Fig. 1: run 1, signal wires on met1
Bar = 20 um.
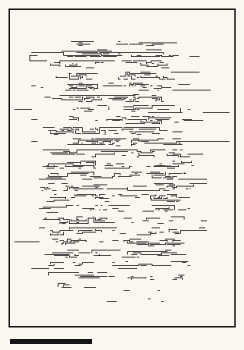
Fig. 2: run 1, signal wires on met2
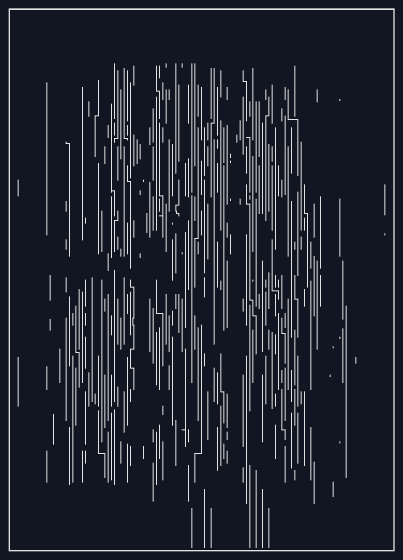
Fig. 3: run 1, the metal 3 layer
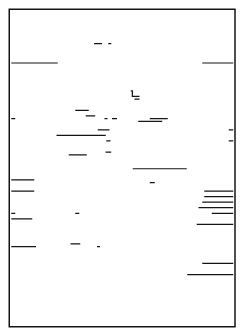
==> src/rtl/shift_pattern_decoder.sv <==
// Receive-side decoder for the 5-stage ring/Johnson counter pattern bus.
// Decodes each sample to a step index, tracks sequence lock and counts violations.
module shift_pattern_decoder (
    input  logic       clk,
    input  logic       rst_n,
    input  logic       sw_mode,
    input  logic       in_valid,
    input  logic [4:0] pattern,
    input  logic       clr,
    output logic [3:0] step,
    output logic       step_valid,
    output logic       locked,
    output logic       seq_err,
    output logic [7:0] err_count
);

    typedef enum logic [1:0] {IDLE, ACQUIRE, LOCKED} state_t;

    state_t     state_reg, state_next;
    logic [3:0] ref_reg, ref_next;
    logic       mode_reg;
    logic       mode_change;

    logic       legal;
    logic [3:0] idx;
    logic [3:0] succ;

    logic [3:0] step_next;
    logic       step_valid_next;
    logic       seq_err_next;
    logic       locked_next;
    logic [7:0] err_count_next;

    assign mode_change = (sw_mode != mode_reg);

    // Pattern decode uses the registered mode; it only differs from sw_mode in
    // a switch cycle, where the sample is discarded anyway.
    always_comb begin
        legal = 1'b0;
        idx   = 4'd0;
        if (mode_reg) begin
            case (pattern)
                5'b00000: begin legal = 1'b1; idx = 4'd0; end
                5'b00001: begin legal = 1'b1; idx = 4'd1; end
                5'b00011: begin legal = 1'b1; idx = 4'd2; end
                5'b00111: begin legal = 1'b1; idx = 4'd3; end
                5'b01111: begin legal = 1'b1; idx = 4'd4; end
                5'b11111: begin legal = 1'b1; idx = 4'd5; end
                5'b11110: begin legal = 1'b1; idx = 4'd6; end
                5'b11100: begin legal = 1'b1; idx = 4'd7; end
                5'b11000: begin legal = 1'b1; idx = 4'd8; end
                5'b10000: begin legal = 1'b1; idx = 4'd9; end
                default:  begin legal = 1'b0; idx = 4'd0; end
            endcase
        end else begin
            case (pattern)
                5'b00001: begin legal = 1'b1; idx = 4'd0; end
                5'b00010: begin legal = 1'b1; idx = 4'd1; end
                5'b00100: begin legal = 1'b1; idx = 4'd2; end
                5'b01000: begin legal = 1'b1; idx = 4'd3; end
                5'b10000: begin legal = 1'b1; idx = 4'd4; end
                default:  begin legal = 1'b0; idx = 4'd0; end
            endcase
        end
    end

    always_comb begin
        if (mode_reg) begin
            succ = (ref_reg == 4'd9) ? 4'd0 : ref_reg + 4'd1;
        end else begin
            succ = (ref_reg == 4'd4) ? 4'd0 : ref_reg + 4'd1;
        end
    end

    always_comb begin
        state_next      = state_reg;
        ref_next        = ref_reg;
        step_next       = step;
        step_valid_next = 1'b0;
        seq_err_next    = 1'b0;

        if (mode_change) begin
            state_next = IDLE;
            ref_next   = 4'd0;
        end else if (in_valid) begin
            if (!legal) begin
                seq_err_next = (state_reg == LOCKED);
                state_next   = IDLE;
            end else begin
                step_valid_next = 1'b1;
                step_next       = idx;
                case (state_reg)
                    IDLE: begin
                        ref_next   = idx;
                        state_next = ACQUIRE;
                    end
                    ACQUIRE: begin
                        if (idx != ref_reg) begin
                            ref_next = idx;
                            if (idx == succ) begin
                                state_next = LOCKED;
                            end
                        end
                    end
                    LOCKED: begin
                        // A jump to any other legal index re-acquires from it.
                        if (idx != ref_reg) begin
                            ref_next = idx;
                            if (idx != succ) begin
                                seq_err_next = 1'b1;
                                state_next   = ACQUIRE;
                            end
                        end
                    end
                    default: begin
                        state_next = IDLE;
                    end
                endcase
            end
        end

        locked_next = (state_next == LOCKED);

        if (clr) begin
            err_count_next = 8'd0;
        end else if (seq_err_next && (err_count != 8'hFF)) begin
            err_count_next = err_count + 8'd1;
        end else begin
            err_count_next = err_count;
        end
    end

    always_ff @(posedge clk or negedge rst_n) begin
        if (!rst_n) begin
            state_reg  <= IDLE;
            ref_reg    <= 4'd0;
            mode_reg   <= 1'b0;
            step       <= 4'd0;
            step_valid <= 1'b0;
            locked     <= 1'b0;
            seq_err    <= 1'b0;
            err_count  <= 8'd0;
        end else begin
            state_reg  <= state_next;
            ref_reg    <= ref_next;
            mode_reg   <= sw_mode;
            step       <= step_next;
            step_valid <= step_valid_next;
            locked     <= locked_next;
            seq_err    <= seq_err_next;
            err_count  <= err_count_next;
        end
    end

endmodule

==> config.mk <==
export PLATFORM = sky130hd
export DESIGN_NAME = shift_pattern_decoder
export DESIGN_NICKNAME = d
export VERILOG_FILES = /design/src/rtl/shift_pattern_decoder.sv
export SDC_FILE = /design/constraint.sdc
export NUM_CORES = 1
export LEC_CHECK = 0
export CAP_MARGIN = 20
export CORE_ASPECT_RATIO = 1.5
export CORE_MARGIN = 5
export CORE_UTILIZATION = 59
export DETAILED_ROUTE_END_ITERATION = 6
export PLACE_DENSITY = 0.81
export RECOVER_POWER = 100
export SYNTH_ARGS = -nofsm -noshare
export SYNTH_HDL_FRONTEND = slang
export SYNTH_SLANG_ARGS = --single-unit
export TNS_END_PERCENT = 5
==> constraint.sdc <==
create_clock -name clk -period 4.2 [get_ports clk]
set_input_delay 0.63 -clock clk [delete_from_list [all_inputs] [get_ports clk]]
set_output_delay 0.63 -clock clk [all_outputs]
set_load 0.05 [all_outputs]
==> flow_summary.yaml, run 1 <==
# physical design summary
setup_path:
  start_kind: "input port"
  arrival_ns: 3.78
  critPathBufInv: 2
  cp.required_ns: 4.35
  slowest_stage: "dlygate4sd3_1"
  end_kind: "flip-flop"
placed_design:
  gp_congestion: 0.8702
  place_area_mm2: 0.002007
final_timing:
  max_freq_ghz: 0.2750
  fin_ws_ns: 0.5630
  worst_slew_pin_slew_ns: 1.106
  finalCriticalPeriod_ns: 3.637
  period_used_pct: 86.59
  hold_ws_ns: 0.4959
yosys:
  synthAoiAreaFrac_pct: 18.80
  top_logic_kind: "simple AND/OR/NAND/NOR gates"
  ys_types: 61
  top_cell_area_share_pct: 30.99
  ys_warn_count: 0
  ys_sh_xor_pct: 5.775
  netlist.top_cell.by_area: "dfrtp_1"
  yosys_cells: 189
  ys.flops: 22
  avgSynthCellArea_um2: 9.401
  syn_inst: 189
  edf_count: 0
  ys_sh_simple_pct: 24.01
pwr:
  swShare_pct: 31.60
  irDropWorstVdd_v: 0.0001728
  maxPowerGroup: "registers"
  p_seq_w: 0.000228
  leakagePower_nw: 0.9172
  pwr-share-comb_pct: 26.2
  total_power_w: 0.0005165
layout:
  clockBufferCount: 4
  fill_cells: 245
  final_design_area_no_fill_mm2: 0.002057
  dominant_cells: "combinational gates"
  layout.cells.non_filler: 249
  final_util_pct: 70.62
  fin_nets: 234
  logic_area_mm2: 0.001117
route:
  ant_nets: 0
  wl_per_cell_um: 15.50
  wl_met3_um: 162
  drc: 0
  avgViaCountPerCell: 6.004
  wl_met1_um: 1405
  first_pass_iters: 4
global_routing:
  grt_pass1_wl_um: 6527
  first_global_vias: 1491
  globalRoute.totalOverflow: 0
clock_tree:
  clk-insertion-delay-late_ns: 0.27
  cts_root_buffer: "clkbuf_8"
  path_clk_slew_ns: 0.07
  h-tree-depth: 1
  clockBufferDepth: 2
  cts_tree: "built"
  numCtsBuffers: 3
floorplanning:
  die_h_um: 77.21
  coreArea_mm2: 0.002913
run_status:
  status: "complete, no violations"
job:
  drv_cap: 0
Back to the opening pictures, Fig. 1:
The wires run mostly horizontal. 194 nets have wire on it. The layer holds 36% of the routed length.
Routed WL: 3859 um
DR vias: 1,495
met1 GRT Util: 21.78%

Back to the opening pictures, Fig. 2:
199 nets have wire on it. The layer carries 2,150 um of wire. The longest straight run is 29.2 um. The wires run mostly vertical. The layer holds 56% of the routed length.
M2 GR Usage: 36.49%

Back to the opening pictures, Fig. 3:
The wires run mostly horizontal. The layer carries 162 um of wire. The layer holds 4.2% of the routed length. 31 nets have wire on it. The longest straight run is 12.9 um.
GRT met3 Usage: 1.938%

Fig. 4: run 1, wires at chosen ports, followed through buffers
Bar = 20 um.
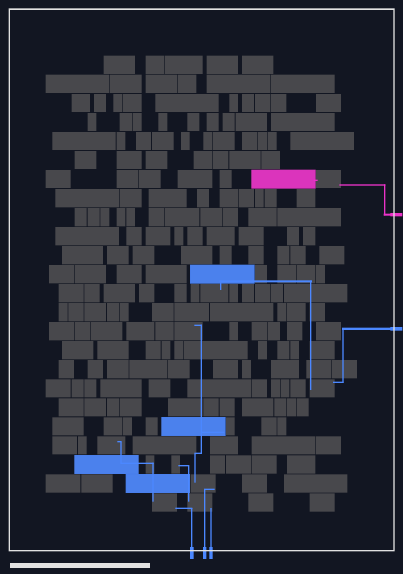

==> run 2: changes to the inputs <==
--- a/config.mk
+++ b/config.mk
@@ -10,7 +10,7 @@
 export CORE_MARGIN = 5
 export CORE_UTILIZATION = 59
 export DETAILED_ROUTE_END_ITERATION = 6
-export PLACE_DENSITY = 0.81
+export PLACE_DENSITY = 0.95
 export RECOVER_POWER = 100
 export SYNTH_ARGS = -nofsm -noshare
 export SYNTH_HDL_FRONTEND = slang
==> constraint.sdc (replaced) <==
create_clock -name clk -period 4.2 [get_ports clk]
set_input_delay 1.05 -clock clk [delete_from_list [all_inputs] [get_ports clk]]
set_output_delay 1.05 -clock clk [all_outputs]
set_load 0.05 [all_outputs]
Fig. 5: run 2, wires at chosen ports, followed through buffers
Bar = 20 um.
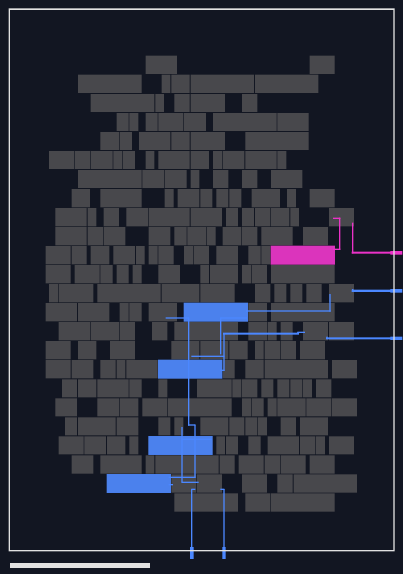
Blue shows `step`, bits 4, direction output, edge 2 right, 2 bottom, end cells 4, buffers 4, wire 123 um. Magenta shows `seq_err`, bits 1, direction output, edge right, end cells 1, buffers 1, wire 15.9 um.
IO Pins: 25
Port Buffers: 24

==> flow_summary.yaml, run 2 <==
# physical design summary
pwr:
  irDropWorstVdd_v: 0.0001554
  total_power_w: 0.0005153
  p_seq_w: 0.000228
  pwr-share-comb_pct: 26.0
  swShare_pct: 31.16
  pwr-share-seq_pct: 44.2
  leakagePower_nw: 0.9336
  maxPowerGroup: "registers"
layout:
  dominant_cells: "combinational gates"
  logic_area_mm2: 0.001111
  layout.cells.non_filler: 253
  mostFrequentLayoutCell: "dfrtp_1"
  fill_cells: 230
  nNonClkInverters: 11
  final_util_pct: 71.43
  clockBufferCount: 4
  layout.nonclk_buf_share_pct: 13.17
  fin_nets: 238
  final_design_area_no_fill_mm2: 0.002081
final_timing:
  worst_slew_pin_slew_ns: 1.103
  period_used_pct: 91.02
  maxSlewHeadroom_pct: 26.47
  max_freq_ghz: 0.2616
  finalCriticalPeriod_ns: 3.823
  hold_ws_ns: 0.4904
  fin_ws_ns: 0.3771
setup_path:
  start_kind: "input port"
  end_kind: "flip-flop"
  cp_cell_sequence: "clkdlybuf4s50_1, inv_1, ha_1, mux2_2, a31oi_1, nor3_1, o2111ai_1, a21oi_2, or4_1, a21oi_1"
  r2r-end: "err_count[0]"
  slowest_stage: "or4_1"
  crit_type: "input port to flip-flop"
  critPathBufInv: 2
  arrival_ns: 4.01
  cp.required_ns: 4.38
  startpoint: "pattern[1]"
  endpoint: "err_count[4]"
global_routing:
  first_global_vias: 1457
  grt.busiest_layer: "met2"
  grt_pass1_wl_um: 6251
  use_met3_pct: 2.132
  use_met2_pct: 36.49
  globalRoute.totalOverflow: 0
yosys:
  top_cell_area_share_pct: 30.99
  ys_warn_count: 0
  yosys_cells: 189
  ys_sh_xor_pct: 5.775
  ys.flops: 22
  ys_types: 61
  ys_sh_simple_pct: 24.01
  avgSynthCellArea_um2: 9.401
  netlist.top_cell.by_area: "dfrtp_1"
  syn_inst: 189
  edf_count: 0
  synthAoiAreaFrac_pct: 18.80
  top_logic_kind: "simple AND/OR/NAND/NOR gates"
  fp_nets: 212
clock_tree:
  cts_root_buffer: "clkbuf_8"
  cts-resized-gates: 0
  h-tree-depth: 1
  clockBufferDepth: 2
  clk-insertion-delay-late_ns: 0.27
  cts_tree: "built"
  path_clk_slew_ns: 0.08
  numCtsBuffers: 3
job:
  drv_cap: 0
floorplanning:
  coreArea_mm2: 0.002913
  dieArea_mm2: 0.004231
  die_h_um: 77.21
route:
  ant_nets: 0
  drc: 0
  wl_met3_um: 167
  first_pass_iters: 4
  wl_met1_um: 1377
  top_layer: "met4"
  wl_per_cell_um: 14.95
  avgViaCountPerCell: 5.881
run_status:
  status: "complete, no violations"
placed_design:
  gp_congestion: 0.8377
  dp.cells: 248
  place_area_mm2: 0.002037
hold_path:
  min_to: "step[1]"
Fig. 6: run 2, signal wires on met1
Bar = 20 um.
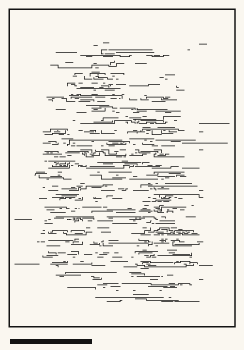
The longest straight run is 16.6 um. 203 nets have wire on it. The wires run mostly horizontal.
Routed WL: 3782 um
DR vias: 1,488
met1 GRT Util: 19.71%

Power figures rest on the tool's default switching activity, not on a simulated workload.
